### src/rtl/ram_arbiter.sv
// ram_arbiter: two-requester round-robin arbiter and sequencer for the
// shared handshake RAM of the MC14500B system. Requester 0 is the CPU,
// requester 1 the loader/debug port. Each four-phase requester transaction
// becomes a write-strobe pulse or a req_prev/req_next/ack_next read
// handshake on the RAM pins. Every output is registered.

module ram_arbiter #(
    parameter int DATA_WIDTH     = 8,
    parameter int ADDR_WIDTH     = 8,
    parameter int SYNC_STAGES    = 2,
    parameter int WRITE_CYCLES   = 2,
    parameter int TIMEOUT_CYCLES = 64
) (
    input  logic                  clk,
    input  logic                  reset,
    input  logic [1:0]            rq_req,
    input  logic [1:0]            rq_write,
    input  logic [ADDR_WIDTH-1:0] rq_addr0,
    input  logic [ADDR_WIDTH-1:0] rq_addr1,
    input  logic [DATA_WIDTH-1:0] rq_wdata0,
    input  logic [DATA_WIDTH-1:0] rq_wdata1,
    output logic [1:0]            rq_ack,
    output logic [1:0]            rq_err,
    output logic [DATA_WIDTH-1:0] rq_rdata,
    output logic                  ram_write,
    output logic                  ram_req,
    output logic                  ram_ack_next,
    output logic                  ram_reset,
    output logic [ADDR_WIDTH-1:0] ram_addr,
    output logic [DATA_WIDTH-1:0] ram_wdata,
    input  logic [DATA_WIDTH-1:0] ram_rdata,
    input  logic                  ram_done,
    input  logic                  ram_ack
);

    typedef enum logic [2:0] {
        IDLE,
        SETUP,
        WR_HI,
        WR_LO,
        RD_REQ,
        RD_REL,
        RESP,
        ABORT
    } state_t;

    // One counter serves both the write-strobe length and the handshake timeout.
    localparam int CNT_MAX = (TIMEOUT_CYCLES > WRITE_CYCLES) ? TIMEOUT_CYCLES : WRITE_CYCLES;
    localparam int CNT_W   = $clog2(CNT_MAX + 1);
    localparam logic [CNT_W-1:0] WR_LAST = CNT_W'(WRITE_CYCLES - 1);
    localparam logic [CNT_W-1:0] TO_LAST = CNT_W'(TIMEOUT_CYCLES - 1);

    state_t                  state_q, state_d;
    logic                    ptr_q, ptr_d;
    logic                    grant_q, grant_d;
    logic                    wr_q, wr_d;
    logic                    err_flag_q, err_flag_d;
    logic [ADDR_WIDTH-1:0]   addr_q, addr_d;
    logic [DATA_WIDTH-1:0]   wdata_q, wdata_d;
    logic [DATA_WIDTH-1:0]   rdata_q, rdata_d;
    logic [CNT_W-1:0]        cnt_q, cnt_d;
    logic [1:0]              ack_q, ack_d;
    logic [1:0]              err_q, err_d;
    logic                    ram_write_q, ram_write_d;
    logic                    ram_req_q, ram_req_d;
    logic                    ram_ack_next_q, ram_ack_next_d;
    logic                    ram_reset_q, ram_reset_d;
    logic [SYNC_STAGES-1:0]  done_sync_q, done_sync_d;
    logic [SYNC_STAGES-1:0]  ack_sync_q, ack_sync_d;
    logic                    done_s;
    logic                    ack_s;

    assign done_s = done_sync_q[SYNC_STAGES-1];
    assign ack_s  = ack_sync_q[SYNC_STAGES-1];

    // Shift the asynchronous RAM status pins through their synchronizer chains.
    always_comb begin
        done_sync_d = {done_sync_q[SYNC_STAGES-2:0], ram_done};
        ack_sync_d  = {ack_sync_q[SYNC_STAGES-2:0], ram_ack};
    end

    // Next-state, latched-request and registered-output logic of the sequencer.
    always_comb begin
        state_d    = state_q;
        ptr_d      = ptr_q;
        grant_d    = grant_q;
        wr_d       = wr_q;
        err_flag_d = err_flag_q;
        addr_d     = addr_q;
        wdata_d    = wdata_q;
        rdata_d    = rdata_q;
        cnt_d      = cnt_q;

        case (state_q)
            IDLE: begin
                if (|rq_req) begin
                    grant_d    = rq_req[ptr_q] ? ptr_q : ~ptr_q;
                    wr_d       = rq_write[grant_d];
                    addr_d     = grant_d ? rq_addr1 : rq_addr0;
                    wdata_d    = grant_d ? rq_wdata1 : rq_wdata0;
                    err_flag_d = 1'b0;
                    state_d    = SETUP;
                end
            end
            SETUP: begin
                cnt_d   = '0;
                state_d = wr_q ? WR_HI : RD_REQ;
            end
            WR_HI: begin
                if (cnt_q == WR_LAST) begin
                    state_d = WR_LO;
                end else begin
                    cnt_d = cnt_q + CNT_W'(1);
                end
            end
            WR_LO: begin
                state_d = RESP;
            end
            RD_REQ: begin
                if (done_s) begin
                    rdata_d = ram_rdata;
                    cnt_d   = '0;
                    state_d = RD_REL;
                end else if (cnt_q == TO_LAST) begin
                    state_d = ABORT;
                end else begin
                    cnt_d = cnt_q + CNT_W'(1);
                end
            end
            RD_REL: begin
                if (!done_s && !ack_s) begin
                    state_d = RESP;
                end else if (cnt_q == TO_LAST) begin
                    state_d = ABORT;
                end else begin
                    cnt_d = cnt_q + CNT_W'(1);
                end
            end
            ABORT: begin
                rdata_d    = '0;
                err_flag_d = 1'b1;
                state_d    = RESP;
            end
            RESP: begin
                if (!rq_req[grant_q]) begin
                    ptr_d   = ~grant_q;
                    state_d = IDLE;
                end
            end
            default: begin
                state_d = IDLE;
            end
        endcase

        ram_write_d    = (state_d == WR_HI);
        ram_req_d      = (state_d == RD_REQ);
        ram_ack_next_d = (state_d == RD_REL);
        ram_reset_d    = (state_d == ABORT);
        ack_d          = 2'b00;
        err_d          = 2'b00;
        if (state_d == RESP) begin
            ack_d[grant_d] = 1'b1;
            err_d[grant_d] = err_flag_d;
        end
    end

    // State register; a low reset drops every strobe at once and resets the RAM.
    always_ff @(posedge clk) begin
        if (!reset) begin
            state_q        <= IDLE;
            ptr_q          <= 1'b0;
            grant_q        <= 1'b0;
            wr_q           <= 1'b0;
            err_flag_q     <= 1'b0;
            addr_q         <= '0;
            wdata_q        <= '0;
            rdata_q        <= '0;
            cnt_q          <= '0;
            ack_q          <= 2'b00;
            err_q          <= 2'b00;
            ram_write_q    <= 1'b0;
            ram_req_q      <= 1'b0;
            ram_ack_next_q <= 1'b0;
            ram_reset_q    <= 1'b1;
            done_sync_q    <= '0;
            ack_sync_q     <= '0;
        end else begin
            state_q        <= state_d;
            ptr_q          <= ptr_d;
            grant_q        <= grant_d;
            wr_q           <= wr_d;
            err_flag_q     <= err_flag_d;
            addr_q         <= addr_d;
            wdata_q        <= wdata_d;
            rdata_q        <= rdata_d;
            cnt_q          <= cnt_d;
            ack_q          <= ack_d;
            err_q          <= err_d;
            ram_write_q    <= ram_write_d;
            ram_req_q      <= ram_req_d;
            ram_ack_next_q <= ram_ack_next_d;
            ram_reset_q    <= ram_reset_d;
            done_sync_q    <= done_sync_d;
            ack_sync_q     <= ack_sync_d;
        end
    end

    assign rq_ack       = ack_q;
    assign rq_err       = err_q;
    assign rq_rdata     = rdata_q;
    assign ram_write    = ram_write_q;
    assign ram_req      = ram_req_q;
    assign ram_ack_next = ram_ack_next_q;
    assign ram_reset    = ram_reset_q;
    assign ram_addr     = addr_q;
    assign ram_wdata    = wdata_q;

endmodule

### config.mk
export PLATFORM = sky130hd
export DESIGN_NAME = ram_arbiter
export DESIGN_NICKNAME = d
export VERILOG_FILES = /design/src/rtl/ram_arbiter.sv
export SDC_FILE = /design/constraint.sdc
export NUM_CORES = 1
export LEC_CHECK = 0
export CAP_MARGIN = 20
export CELL_PAD_IN_SITES_DETAIL_PLACEMENT = 1
export CELL_PAD_IN_SITES_GLOBAL_PLACEMENT = 1
export CORE_MARGIN = 1
export CORE_UTILIZATION = 33
export CTS_BUF_LIST = sky130_fd_sc_hd__clkbuf_4 sky130_fd_sc_hd__clkbuf_8
export CTS_CLUSTER_DIAMETER = 40
export DETAILED_ROUTE_END_ITERATION = 7
export GPL_ROUTABILITY_DRIVEN = 0
export PLACE_DENSITY_LB_ADDON = 0.05
export SYNTH_ARGS = -nofsm -noshare
export SYNTH_HDL_FRONTEND = slang
export SYNTH_SLANG_ARGS = --single-unit
### constraint.sdc
create_clock -name clk -period 5.09 [get_ports clk]
set_input_delay 1.018 -clock clk [delete_from_list [all_inputs] [get_ports clk]]
set_output_delay 1.018 -clock clk [all_outputs]
set_load 0.05 [all_outputs]
Figure 1. Metal 3.
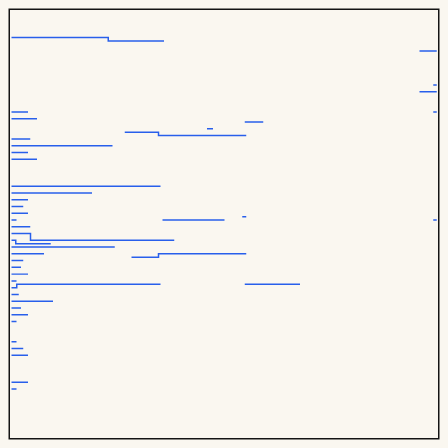
- main direction: horizontal
- longest straight run: 29.7 µm
- share of all routed wire: 5.6%
- wire length on this layer: 342 µm

Figure 2. Ports around the boundary.
Pins as bars across the die edge, other pins in gray.
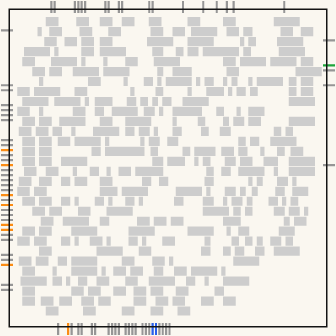
- rq_write: blue (pins 2; direction input; edge bottom)
- rq_wdata1: orange (pins 8; direction input; edge 7 left, 1 bottom)
- ram_write: green (pins 1; direction output; edge right)
- all pins by edge: 33 left, 24 bottom, 18 top, 5 right

Figure 3. Congestion heat map.
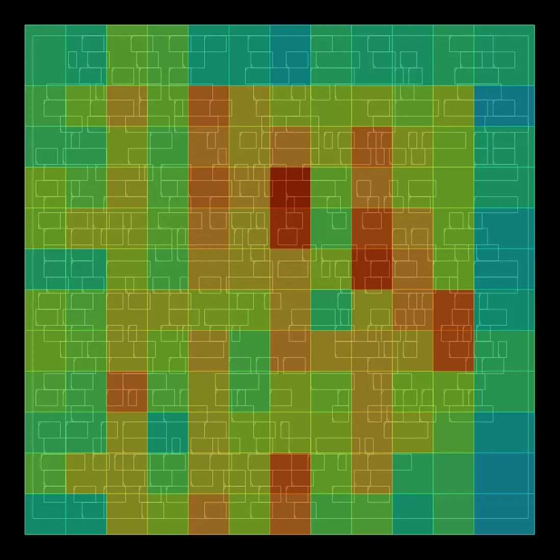
layer with the highest usage: met2
WL/cell: 14.8 µm

==> impl_results.rst <==
Run summary
-----------

.. list-table::
   :header-rows: 1

   * - Metric
     - Value
   * - Detailed Routing Iterations Pass 1
     - 4
   * - Area of the multi-input gates
     - 1230 µm²
   * - Final tally of max-slew violations
     - 0
   * - Largest clock skew in the final design
     - 0.00691 ns
   * - Clock edge transition at the registers on the reported setup and hold paths
     - 0.09 ns
   * - Power density over cell area
     - 386 nW/µm²
   * - Fraction of the yosys area taken by sequential cells
     - 0.428
   * - Worst-case clock buffer depth
     - 2
   * - Worst setup path category
     - input port to register
   * - Final number of setup-violating endpoints
     - 0
   * - Result of the run
     - complete, no violations
   * - Die Height
     - 86.1 µm
   * - Biggest area cells
     - dfxtp_1 43%, mux2i_1 11%, a211oi_1 7.4%
   * - Internal power
     - 0.783 mW
   * - Syn avg cell area
     - 9.73 µm²
   * - Type of the tightest min-delay check
     - register to register
   * - Most frequent standard cell in the layout excluding fill and tap cells
     - clkdlybuf4s50_1
   * - Total via count in the routed design
     - 2074
   * - Area growth from synthesis to layout
     - 40.9%
   * - Required time of the critical path
     - 5.34 ns
   * - Final period util
     - 0.526
   * - Worst path depth
     - 5
   * - Final hold violation count
     - 0
   * - Synthesis-stage register bit count
     - 50
   * - Buffer share of cell area
     - 0.242
   * - Top cell type's share of synthesized area
     - 0.428
   * - Total design power
     - 1.27 mW
   * - Worst-path fanout max
     - 9
   * - Compound Share, Synth
     - 0.205
   * - Number of remaining DRC errors
     - 0
   * - Xor/xnor share of the synthesized area
     - 0
   * - Via count of the first global-routing pass
     - 2140
   * - Met2 track demand over resource
     - 0.289
   * - Root Buffer
     - clkbuf_8
   * - Critical R2R Launch
     - cnt_q[0]
   * - Count of antenna-violating nets left after detailed routing
     - 0
   * - Total net switching power
     - 0.488 mW
   * - Ordered cell list for the critical path
     - clkdlybuf4s50_1 > mux2_4 > a21o_1 > a2111oi_4 > and3_1
   * - Number of different library cells in the post-synthesis netlist
     - 55
   * - Most frequent cell after synthesis
     - dfxtp_1
   * - RSZ-0062 raised after global routing
     - no
   * - Critical path startpoint category
     - input port
   * - Worst-case headroom to the max-slew limit
     - 0.353
   * - Peak supply drop
     - 161 µV
   * - Tool warning count
     - 27
   * - Number of CTS-inserted buffers
     - 5
   * - Global-route track usage on met3
     - 0.0635
   * - Summed standard-cell area reported by yosys
     - 2340 µm²
   * - Worst setup slack for register-to-register paths
     - 2.75 ns
   * - Non-clock buffer count
     - 80
   * - Crit path max-delay cell type
     - a2111oi_4
   * - Final WL
     - 6060 µm
   * - Share of synthesized registers carrying an async set or reset
     - 0
   * - Cells on worst reg2reg path
     - 5
   * - Multi-input combinational area share
     - 0.374
   * - Timing-limited maximum frequency
     - 0.374 GHz
   * - Largest net degree at the start of global routing
     - 35
   * - Simple-gate area share of the yosys netlist
     - 0.185
   * - GRT Residual Overflow
     - 0
   * - Horiz. Die Dim
     - 86.1 µm
   * - Wire length of the first global-routing pass
     - 10000 µm
   * - Half-perimeter wire length of the detailed placement result
     - 4410 µm
   * - Sum of met2 wire segment lengths after detailed routing
     - 2860 µm
   * - Actual slew at the worst max-slew pin
     - 0.969 ns
   * - Launching element of the worst setup path
     - rq_req[1]
   * - Number of primary I/O pins
     - 80
   * - Fp util
     - 0.342
   * - Dominant comb cell
     - AND-OR/OR-AND gates
   * - IO Port Bufs
     - 79
   * - Setup fix buffers added after clock tree synthesis
     - 0
   * - Number of buffers and inverters on the critical path
     - 1
   * - Timing endpoint of the critical path
     - ram_ack_next
   * - Clock buffers and inverters, area share
     - 0.0346
   * - Net count of the mapped netlist
     - 290
   * - Final design utilization
     - 0.482
   * - Post-cts sizing count
     - 0
power by group through the flow:
stage	Clock (mW)	Combinational, mW	Sequential (mW)
2_1_floorplan	0	0.231	0.605
5_1_grt	0.311	0.536	0.498
6_report	0.285	0.495	0.491
4_1_cts	0.298	0.500	0.491
3_3_place_gp	0	0.492	0.497
3_5_place_dp	0	0.498	0.499
per-stage QoR:
stage / setup slack, ns / cells / cell area [µm²] / hold slack (ns)
3_3_place_gp: 2.12 / 401 / 3180 / 0.421
4_1_cts: 2.41 / 409 / 3290 / 0.461
5_1_grt: 2.29 / 409 / 3290 / 0.469
6_report: 2.41 / 409 / 3290 / 0.451
3_5_place_dp: 2.07 / 401 / 3180 / 0.438
2_1_floorplan: 2.85 / 240 / 2340 / 0.412
No activity file was given, so power comes from the tool's default toggle rates.
